`src/rtl/mips_mem_pkg.sv`:
```
// Shared definitions for the memory stage: access sizes, FSM states and the
// writeback select code under which memdata is consumed.
package mips_mem_pkg;

    localparam logic [1:0] SZ_BYTE = 2'b00;
    localparam logic [1:0] SZ_HALF = 2'b01;
    localparam logic [1:0] SZ_WORD = 2'b10;

    localparam logic [2:0] REGSEL_MEMDATA = 3'b011;

    typedef enum logic [1:0] {
        ST_IDLE,
        ST_REQ,
        ST_DONE
    } mem_state_e;

    // Reserved size 2'b11 behaves as a word access.
    function automatic logic is_aligned(input logic [1:0] size, input logic [1:0] off);
        if (size == SZ_BYTE) return 1'b1;
        if (size == SZ_HALF) return ~off[0];
        return off == 2'b00;
    endfunction

endpackage

```
`src/rtl/mem_access_if.sv`:
```
// Data-memory req/ack port between the load/store unit (master) and memory.
interface mem_access_if #(
    parameter int ADDR_W = 32
);
    logic              dm_req;
    logic              dm_we;
    logic [ADDR_W-1:0] dm_addr;
    logic [3:0]        dm_be;
    logic [31:0]       dm_wdata;
    logic [31:0]       dm_rdata;
    logic              dm_ack;

    modport master (
        output dm_req, dm_we, dm_addr, dm_be, dm_wdata,
        input  dm_rdata, dm_ack
    );

    modport slave (
        input  dm_req, dm_we, dm_addr, dm_be, dm_wdata,
        output dm_rdata, dm_ack
    );
endinterface

```
`src/rtl/mem_access_load_align.sv`:
```
// Big-endian lane extraction of a loaded word followed by sign/zero extension.
module load_align
    import mips_mem_pkg::*;
(
    input  logic [31:0] rdata_i,
    input  logic [1:0]  off_i,
    input  logic [1:0]  size_i,
    input  logic        signed_i,
    output logic [31:0] data_o
);

    logic [7:0]  byte_lane;
    logic [15:0] half_lane;

    always_comb begin
        // Offset 0 is the most significant byte of the word.
        case (off_i)
            2'd0:    byte_lane = rdata_i[31:24];
            2'd1:    byte_lane = rdata_i[23:16];
            2'd2:    byte_lane = rdata_i[15:8];
            default: byte_lane = rdata_i[7:0];
        endcase
        half_lane = off_i[1] ? rdata_i[15:0] : rdata_i[31:16];

        case (size_i)
            SZ_BYTE: data_o = {{24{signed_i & byte_lane[7]}}, byte_lane};
            SZ_HALF: data_o = {{16{signed_i & half_lane[15]}}, half_lane};
            default: data_o = rdata_i;
        endcase
    end

endmodule

```
`src/rtl/mem_access.sv`:
```
// Memory-stage load/store unit: req/ack data port, big-endian lane steering,
// load extension and pipeline stall. MEM_TIMEOUT_EN adds an ack timeout (bus_err).
module mem_access
    import mips_mem_pkg::*;
#(
    parameter int ADDR_W         = 32,
    parameter int TIMEOUT_CYCLES = 16
) (
    input  logic              clk,
    input  logic              rst_n,
    input  logic              ex_valid,
    input  logic              ex_load,
    input  logic              ex_store,
    input  logic [1:0]        ex_size,
    input  logic              ex_signed,
    input  logic [ADDR_W-1:0] ex_addr,
    input  logic [31:0]       ex_wdata,
    output logic              stall,
    mem_access_if.master      dm,
    output logic [31:0]       memdata,
    output logic              mem_valid,
    output logic              misalign_exc,
    output logic              bus_err
);

    mem_state_e        state_q;
    logic              load_q;
    logic              signed_q;
    logic [1:0]        size_q;
    logic [1:0]        off_q;
    logic              req_q;
    logic              we_q;
    logic [ADDR_W-1:0] addr_q;
    logic [3:0]        be_q;
    logic [31:0]       wdata_q;
    logic [31:0]       memdata_q;
    logic              mem_valid_q;
    logic              misalign_q;
    logic              bus_err_q;

    logic              op_d;
    logic              aligned_d;
    logic [3:0]        be_d;
    logic [31:0]       wdata_d;
    logic [31:0]       load_data_d;

    assign op_d      = ex_valid & (ex_load | ex_store);
    assign aligned_d = is_aligned(ex_size, ex_addr[1:0]);

    always_comb begin
        case (ex_size)
            SZ_BYTE: begin
                be_d    = 4'b1000 >> ex_addr[1:0];
                wdata_d = {4{ex_wdata[7:0]}};
            end
            SZ_HALF: begin
                be_d    = ex_addr[1] ? 4'b0011 : 4'b1100;
                wdata_d = {2{ex_wdata[15:0]}};
            end
            default: begin
                be_d    = '1;
                wdata_d = ex_wdata;
            end
        endcase
        if (ex_load) be_d = '1;
    end

    load_align u_load_align (
        .rdata_i  (dm.dm_rdata),
        .off_i    (off_q),
        .size_i   (size_q),
        .signed_i (signed_q),
        .data_o   (load_data_d)
    );

`ifdef MEM_TIMEOUT_EN
    localparam int TW = (TIMEOUT_CYCLES > 1) ? $clog2(TIMEOUT_CYCLES) : 1;
    localparam logic [TW-1:0] TMO_LAST = TW'(TIMEOUT_CYCLES - 1);
    logic [TW-1:0] tmo_q;
`else
    logic unused_timeout;
    assign unused_timeout = |TIMEOUT_CYCLES;
`endif

    always_ff @(posedge clk) begin
        if (!rst_n) begin
            state_q     <= ST_IDLE;
            load_q      <= 1'b0;
            signed_q    <= 1'b0;
            size_q      <= '0;
            off_q       <= '0;
            req_q       <= 1'b0;
            we_q        <= 1'b0;
            addr_q      <= '0;
            be_q        <= '0;
            wdata_q     <= '0;
            memdata_q   <= '0;
            mem_valid_q <= 1'b0;
            misalign_q  <= 1'b0;
            bus_err_q   <= 1'b0;
`ifdef MEM_TIMEOUT_EN
            tmo_q       <= '0;
`endif
        end else begin
            mem_valid_q <= 1'b0;
            misalign_q  <= 1'b0;
            bus_err_q   <= 1'b0;
            case (state_q)
                ST_IDLE: begin
                    if (op_d) begin
                        if (!aligned_d) begin
                            misalign_q <= 1'b1;
                        end else begin
                            state_q  <= ST_REQ;
                            req_q    <= 1'b1;
                            we_q     <= ~ex_load;
                            addr_q   <= {ex_addr[ADDR_W-1:2], 2'b00};
                            be_q     <= be_d;
                            wdata_q  <= wdata_d;
                            load_q   <= ex_load;
                            signed_q <= ex_signed;
                            size_q   <= ex_size;
                            off_q    <= ex_addr[1:0];
`ifdef MEM_TIMEOUT_EN
                            tmo_q    <= '0;
`endif
                        end
                    end
                end
                ST_REQ: begin
                    // mem_valid is raised here so it is visible during DONE.
                    if (dm.dm_ack) begin
                        state_q <= ST_DONE;
                        req_q   <= 1'b0;
                        we_q    <= 1'b0;
                        be_q    <= '0;
                        if (load_q) begin
                            memdata_q   <= load_data_d;
                            mem_valid_q <= 1'b1;
                        end
                    end
`ifdef MEM_TIMEOUT_EN
                    else if (tmo_q == TMO_LAST) begin
                        state_q   <= ST_IDLE;
                        req_q     <= 1'b0;
                        we_q      <= 1'b0;
                        be_q      <= '0;
                        bus_err_q <= 1'b1;
                    end else begin
                        tmo_q <= tmo_q + 1'b1;
                    end
`endif
                end
                ST_DONE: state_q <= ST_IDLE;
                default: state_q <= ST_IDLE;
            endcase
        end
    end

    assign stall = ((state_q == ST_IDLE) && op_d && aligned_d) ||
                   ((state_q == ST_REQ) && !dm.dm_ack);

    assign dm.dm_req    = req_q;
    assign dm.dm_we     = we_q;
    assign dm.dm_addr   = addr_q;
    assign dm.dm_be     = be_q;
    assign dm.dm_wdata  = wdata_q;
    assign memdata      = memdata_q;
    assign mem_valid    = mem_valid_q;
    assign misalign_exc = misalign_q;
    assign bus_err      = bus_err_q;

endmodule

```
`src/flat_wrapper.sv`:
```
// flat-port wrapper written by rule: the top's interface ports become plain ports
module mem_access_flat import mips_mem_pkg::*;
#(
    parameter int ADDR_W         = 32,
    parameter int TIMEOUT_CYCLES = 16
)
  (clk, rst_n, ex_valid, ex_load, ex_store, ex_size, ex_signed, ex_addr, ex_wdata, stall, memdata, mem_valid, misalign_exc, bus_err, dm_dm_req, dm_dm_we, dm_dm_addr, dm_dm_be, dm_dm_wdata, dm_dm_rdata, dm_dm_ack);
  mem_access_if #(.ADDR_W(ADDR_W)) dm_i ();
  input  logic clk;
  input  logic rst_n;
  input  logic ex_valid;
  input  logic ex_load;
  input  logic ex_store;
  input  logic [1:0] ex_size;
  input  logic ex_signed;
  input  logic [ADDR_W-1:0] ex_addr;
  input  logic [31:0] ex_wdata;
  output logic stall;
  output logic [31:0] memdata;
  output logic mem_valid;
  output logic misalign_exc;
  output logic bus_err;
  output wire logic [$bits(dm_i.dm_req)-1:0] dm_dm_req;
  output wire logic [$bits(dm_i.dm_we)-1:0] dm_dm_we;
  output wire logic [$bits(dm_i.dm_addr)-1:0] dm_dm_addr;
  output wire logic [$bits(dm_i.dm_be)-1:0] dm_dm_be;
  output wire logic [$bits(dm_i.dm_wdata)-1:0] dm_dm_wdata;
  input wire logic [$bits(dm_i.dm_rdata)-1:0] dm_dm_rdata;
  input wire logic [$bits(dm_i.dm_ack)-1:0] dm_dm_ack;
  assign dm_dm_req = dm_i.dm_req;
  assign dm_dm_we = dm_i.dm_we;
  assign dm_dm_addr = dm_i.dm_addr;
  assign dm_dm_be = dm_i.dm_be;
  assign dm_dm_wdata = dm_i.dm_wdata;
  assign dm_i.dm_rdata = dm_dm_rdata;
  assign dm_i.dm_ack = dm_dm_ack;
  mem_access #(.ADDR_W(ADDR_W), .TIMEOUT_CYCLES(TIMEOUT_CYCLES)) u_core (.clk(clk), .rst_n(rst_n), .ex_valid(ex_valid), .ex_load(ex_load), .ex_store(ex_store), .ex_size(ex_size), .ex_signed(ex_signed), .ex_addr(ex_addr), .ex_wdata(ex_wdata), .stall(stall), .dm(dm_i), .memdata(memdata), .mem_valid(mem_valid), .misalign_exc(misalign_exc), .bus_err(bus_err));
endmodule
```
`config.mk`:
```
export PLATFORM = sky130hd
export DESIGN_NAME = mem_access_flat
export DESIGN_NICKNAME = d
export VERILOG_FILES = /design/src/rtl/mips_mem_pkg.sv /design/src/rtl/mem_access_if.sv /design/src/rtl/mem_access_load_align.sv /design/src/rtl/mem_access.sv /design/src/flat_wrapper.sv
export SDC_FILE = /design/constraint.sdc
export NUM_CORES = 1
export LEC_CHECK = 0
export ABC_CLOCK_PERIOD_IN_PS = 2000
export CORE_ASPECT_RATIO = 0.75
export CORE_UTILIZATION = 43
export DETAILED_ROUTE_END_ITERATION = 10
export GPL_TIMING_DRIVEN = 0
export PLACE_DENSITY = 0.77
export SLEW_MARGIN = 20
export SYNTH_ARGS = -nofsm -noshare
export SYNTH_HDL_FRONTEND = slang
export SYNTH_SLANG_ARGS = --single-unit
```
`constraint.sdc`:
```
create_clock -name clk -period 2 [get_ports clk]
set_input_delay 0.3 -clock clk [delete_from_list [all_inputs] [get_ports clk]]
set_output_delay 0.3 -clock clk [all_outputs]
set_load 0.02 [all_outputs]
```
==> CHANGELOG.md, run 1 <==
### Metrics

- Yosys stat cell total: ~630
- Slowest-stage cell, CP: clkdlybuf4s50_1
- # clock sinks: 110
- Area-dominant class: multi-input combinational cells
- Flip-flops with a built-in enable: 0
- I/O pin total: between 200 and 250
- Cell family with most CP delay: buffers and inverters
- Sequential Power: ~2.3 mW
- Most frequent logic cell in the layout: clkdlybuf4s50_1
- Worst Path Buf+Inv: 4
- Max-slew violation count: 0
- Gr ovfl total: 0
- Fin crit share: 0.973
- Hold Buf Count CTS: 0
- Total placed instance area: 0.00734 mm2
- Final setup vio count: 0
- Vias in the first global route: between 5000 and 6000
- P_clk: around 1.8 mW
- Metal3 WL: just under 2 mm
- Clock Tree Buf Depth: 2
- Worst Tran Pin Value: about 600 ps
- CP peak stage delay: around 500 ps
- YS warnings: 0
- Clock skew: a little over 8 ps
- Slew margin rel.: 0.599
- Status: completed
- Post-place setup slack: -1060 ps
- Row count: 33
- Final nets: 960
- Max Clk Rate: 514 MHz
- Clkbuf count: 10
- Router iterations before antenna repair: 5
- WP data required: ~1700 ps
- Crit-path max FO: 10
- FF-to-FF End: u_core.memdata[22]
- Setup_tns: 0 ps
- Port Buf Inserts: 206
- Synthesized area: a little over 0.005 mm2
- Met1 usage: 0.445
- Post-layout instance area: slightly below 0.008 mm2
- Met2 Wirelength: between 8 and 9 mm
- NonClk Buf Share: 0.312
- Largest net degree at the start of global routing: 19
- Die area: 0.0122 mm2
- #MultiIn Comb: around 450
- WHS Path Cells: 3
- Top-count cell post-synth: o21ai_0
- Chip Area, Yosys: ~0.0051 mm2
- Diodes inserted: 0
- Detailed-placement wirelength estimate: about 15 mm
- Comb pwr: about 1.2 mW
- Clk ins delay skew pair: 350 ps
- CP startpoint kind: primary input
- GPL Wtd Cong: roughly 0.94
- Init Core Util: 0.454
- Largest Pwr Group: registers
- CTS buffer count: 9
- Initial antenna violation count: 0
- Registers: approximately 110
- Share of cells above drive strength 1: 0.0744
- Critical hold path startpoint: ex_size[1]
- FF-to-FF setup slack: 110 ps
- Total power: about 5.3 mW
- DRC violations left: 0
- Layout area overhead: 51.7%
- Hold Crit Class: primary input to register
[run 1: logic make-up (layout without fill, tap and decap cells)]
logic type      after synthesis  in the layout  synth area share
mux                          18             18            0.0357
simple gates                152            152             0.139
compound gates              279            279             0.330
other cells                   1              3          0.000739
flops                       110            110             0.434
buf+inv                      72            298            0.0604
[run 1: worst max path at each step]
stage | start | cells past startpoint | end | slack (ps)
final | ex_addr[1] | 7 | stall | 50
after global routing | ex_addr[1] | 7 | stall | -6
after CTS | u_core.state_q[1] | 6 | stall | -20
after detailed placement | ex_load | 7 | stall | -1060
after global placement | ex_load | 7 | stall | -1020
after floorplan | ex_size[1] | 7 | stall | 160
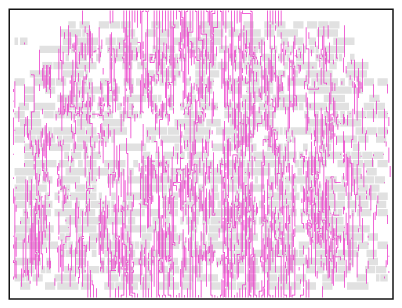
*M2 wires, run 1*
(3 px per um)
837 nets have wire on it. The layer holds 43% of the routed length. The longest straight run is 38.4 um.
met2 Use GR: 0.453
Detailed Route WL: 19.2 mm
Vias: 5841

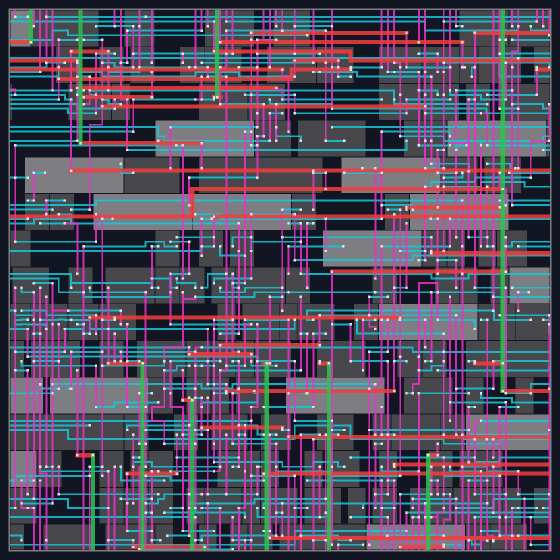
*A small window of the routed layout, run 1*
Region (44, 28) to (84, 68) um. Cells in gray, sequential cells in the stronger gray; small squares are vias.
M4: marked green. M1: marked cyan. M2: marked magenta. M3: marked red.
Netlist names of flops here include u_core.dm.dm_wdata (3), u_core.dm.dm_be (2), u_core.off_q (2). Sequential cells in the window: 13. Most frequent: clkbuf_1 (18), o21ai_0 (17). 146 logic cells have their middle in the window.

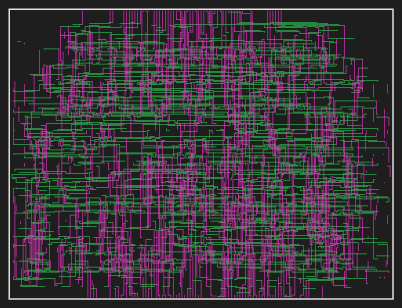
*Routed metal, one color a layer, run 1*
(3 px per um) Two of the layers only.
M2: marked magenta, wire length 8180 um. M1: marked green, wire length 8670 um.

### Pin placement, run 1

(4 px per um) Pins as bars across the die edge, other pins in gray.
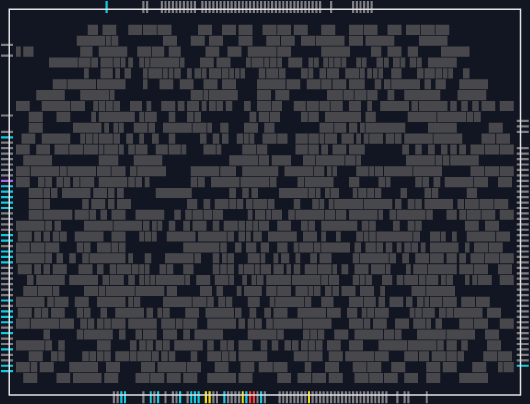

## Run 2: what changed since run 1
CORE_MARGIN = 1.5   (was unset)
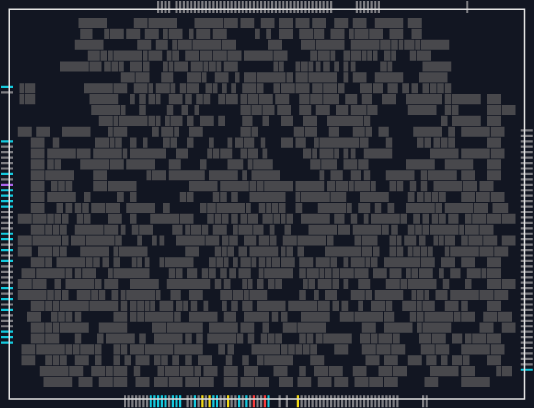
*Pin placement, run 2*
(4 px per um) Pins as bars across the die edge, other pins in gray.
dm_dm_be: marked yellow, pins 4, direction output, edge south. dm_dm_addr: marked cyan, pins 32, direction output, edge 17 west, 14 south, 1 east. mem_valid: marked purple, pins 1, direction output, edge west. ex_size: marked red, pins 2, direction input, edge south.
All pins by edge: 71 south, 55 north, 45 east, 40 west.

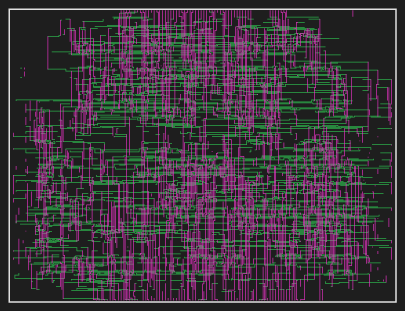
*Routed metal, one color a layer, run 2*
(3 px per um) Two of the layers only.
M1: marked green, wire length 8470 um. M2: marked magenta, wire length 8440 um.
Vias: 5937
wire per inst: 19.0 um

==> run 2 against run 1 <==
Effect of this change: total power increased by 1.8%; sequential share of layout area decreased by 0.12 points; maximum frequency increased by 2.2%; cell count increased by 0.39%; sequential power about the same; register-to-register slack improved by 20 ps; combinational power about the same; synthesized area unchanged; count of clock-buffer cells in the layout unchanged; non-clock buffer count decreased by 1; synthesized cell count unchanged; first-iteration DRC count decreased by 9.1%; critical path type is now primary input to register; critical endpoint is now u_core.memdata[21].
==> CHANGELOG.md, run 2 <==
### Metrics

- Final setup vio count: 0 (unchanged)
- Fin cells: just over 1000
- Yosys stat cell total: 632 (unchanged)
- Diodes inserted: 0 (unchanged)
- Detailed-placement wirelength estimate: 14.5 mm (-1.2%)
- Post-layout util: 0.671
- DRC violations left: 0 (unchanged)
- Met2 Wirelength: 8.44 mm (+3.2%)
- Comb pwr: 1.17 mW (about the same)
- Hold Buf Count CTS: 0 (unchanged)
- Init Core Util: 0.440 (-0.0133)
- Vias in the first global route: 5597 (+3.1%)
- Clock Tree Buf Depth: 2 (unchanged)
- I/O pin total: 211 (unchanged)
- Router iterations before antenna repair: 5 (unchanged)
- Detailed Route WL: 19.4 mm (+1.0%)
- Die width: around 130 um
- Area-dominant class: multi-input combinational cells
- P_clk: 1.84 mW (+5%)
- NonClk Buf Share: 0.311 (-0.00136)
- Xor/xnor share: 0 (unchanged)
- #MultiIn Comb: 452 (unchanged)
- Port Buf Inserts: 206 (unchanged)
- Gr ovfl total: 0 (unchanged)
- Sequential Power: 2.33 mW (about the same)
- Synth Area in Adders: 0 (unchanged)
- Metal3 WL: 2.05 mm (+3.8%)
- Post-layout instance area: 0.00773 mm2 (+0.44%)
- Synthesized area: 0.00507 mm2 (unchanged)
- Final nets: 959 (-0.10%)
- Top-count cell post-synth: o21ai_0
- # clock sinks: 110 (unchanged)
- Worst Tran Pin Value: 631 ps (+30.2 ps)
- Met2 Use GR: 0.457 (+0.00435)
- # H-tree levels: 3
- Largest net degree at the start of global routing: 19 (unchanged)
- Clk tree area frac: 0.0387
- Met1 wire length: between 8 and 9 mm
- Simple Share, Synth: 0.139 (unchanged)
- Critical path origin: dm_dm_ack
- Clkbuf count: 10 (unchanged)
- Die area: 0.0125 mm2 (+1.8%)
- Crit-path max FO: 10 (unchanged)
- Row count: 34 (+3.0%)
- Post-CTS resize count: 22
- Layout area overhead: 52.4%
- Max-slew violation count: 0 (unchanged)
- Clk ins delay skew pair: 350 ps (about the same)
- Number of setup buffers added after CTS: 2
- Clock transition at path regs: around 70 ps
- Share of cells above drive strength 1: 0.0745 (+0.0000866)
- Fin crit share: 0.952 (-0.0211)
- GPL Wtd Cong: 0.955 (+1.1%)
- Max Clk Rate: 525 MHz (+2.2%)
- Initial antenna violation count: 0 (unchanged)
- Status: completed
- CTS buffer count: 9 (unchanged)
- Static Leakage: around 2.8 nW
- Met1 usage: 0.440 (-0.00485)
- YS warnings: 0 (unchanged)
- Setup_tns: 0 ps (unchanged)
- Registers: 110 (unchanged)
- Chip Area, Yosys: 0.00507 mm2 (unchanged)
- Async SR Flop Fraction: 0
- Area fraction in mux cells: 0.0357 (unchanged)
- Slew margin rel.: 0.579 (-0.0201)
- CP startpoint kind: primary input
- Hold Crit Class: primary input to register
- Top comb family, area: AND-OR/OR-AND gates
- Most frequent logic cell in the layout: clkdlybuf4s50_1
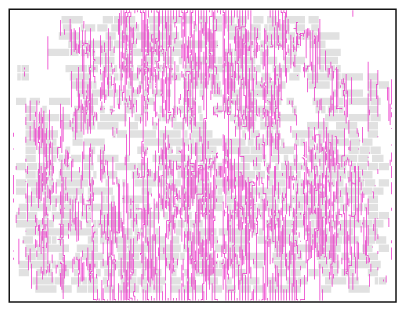
*M2 wires, run 2*
(3 px per um)
837 nets have wire on it. The longest straight run is 40.5 um. The layer carries 8440 um of wire. The wires run mostly vertical. The layer holds 43% of the routed length.

## run 2: worst max-delay path, stage by stage
cell	delay, ps
clkdlybuf4s50_1	580
nand4b_1	220
buf_4	200
a2111oi_4	570
buf_6	230
a21o_2	100
## run 2: worst paths after layout
kind / end / slack, ps / cells after the start
setup reg to reg: u_core.memdata[21] / 130 / 5
hold reg to reg: u_core.dm.dm_addr[23] / 480 / 2
setup / recovery: u_core.memdata[21] / 100 / 6
hold / removal: u_core.load_q / 440 / 3
## run 2: stage by stage
stage	power (mW)	setup slack (ps)	hold slack, ps
finish	5.34	95.2	445
global route	5.52	-2.63	452
CTS	5.32	4.40	430
detailed placement	3.50	-1050	464
global placement	3.47	-1010	462
floorplan	2.92	163	448
Power figures rest on the tool's default switching activity, not on a simulated workload.
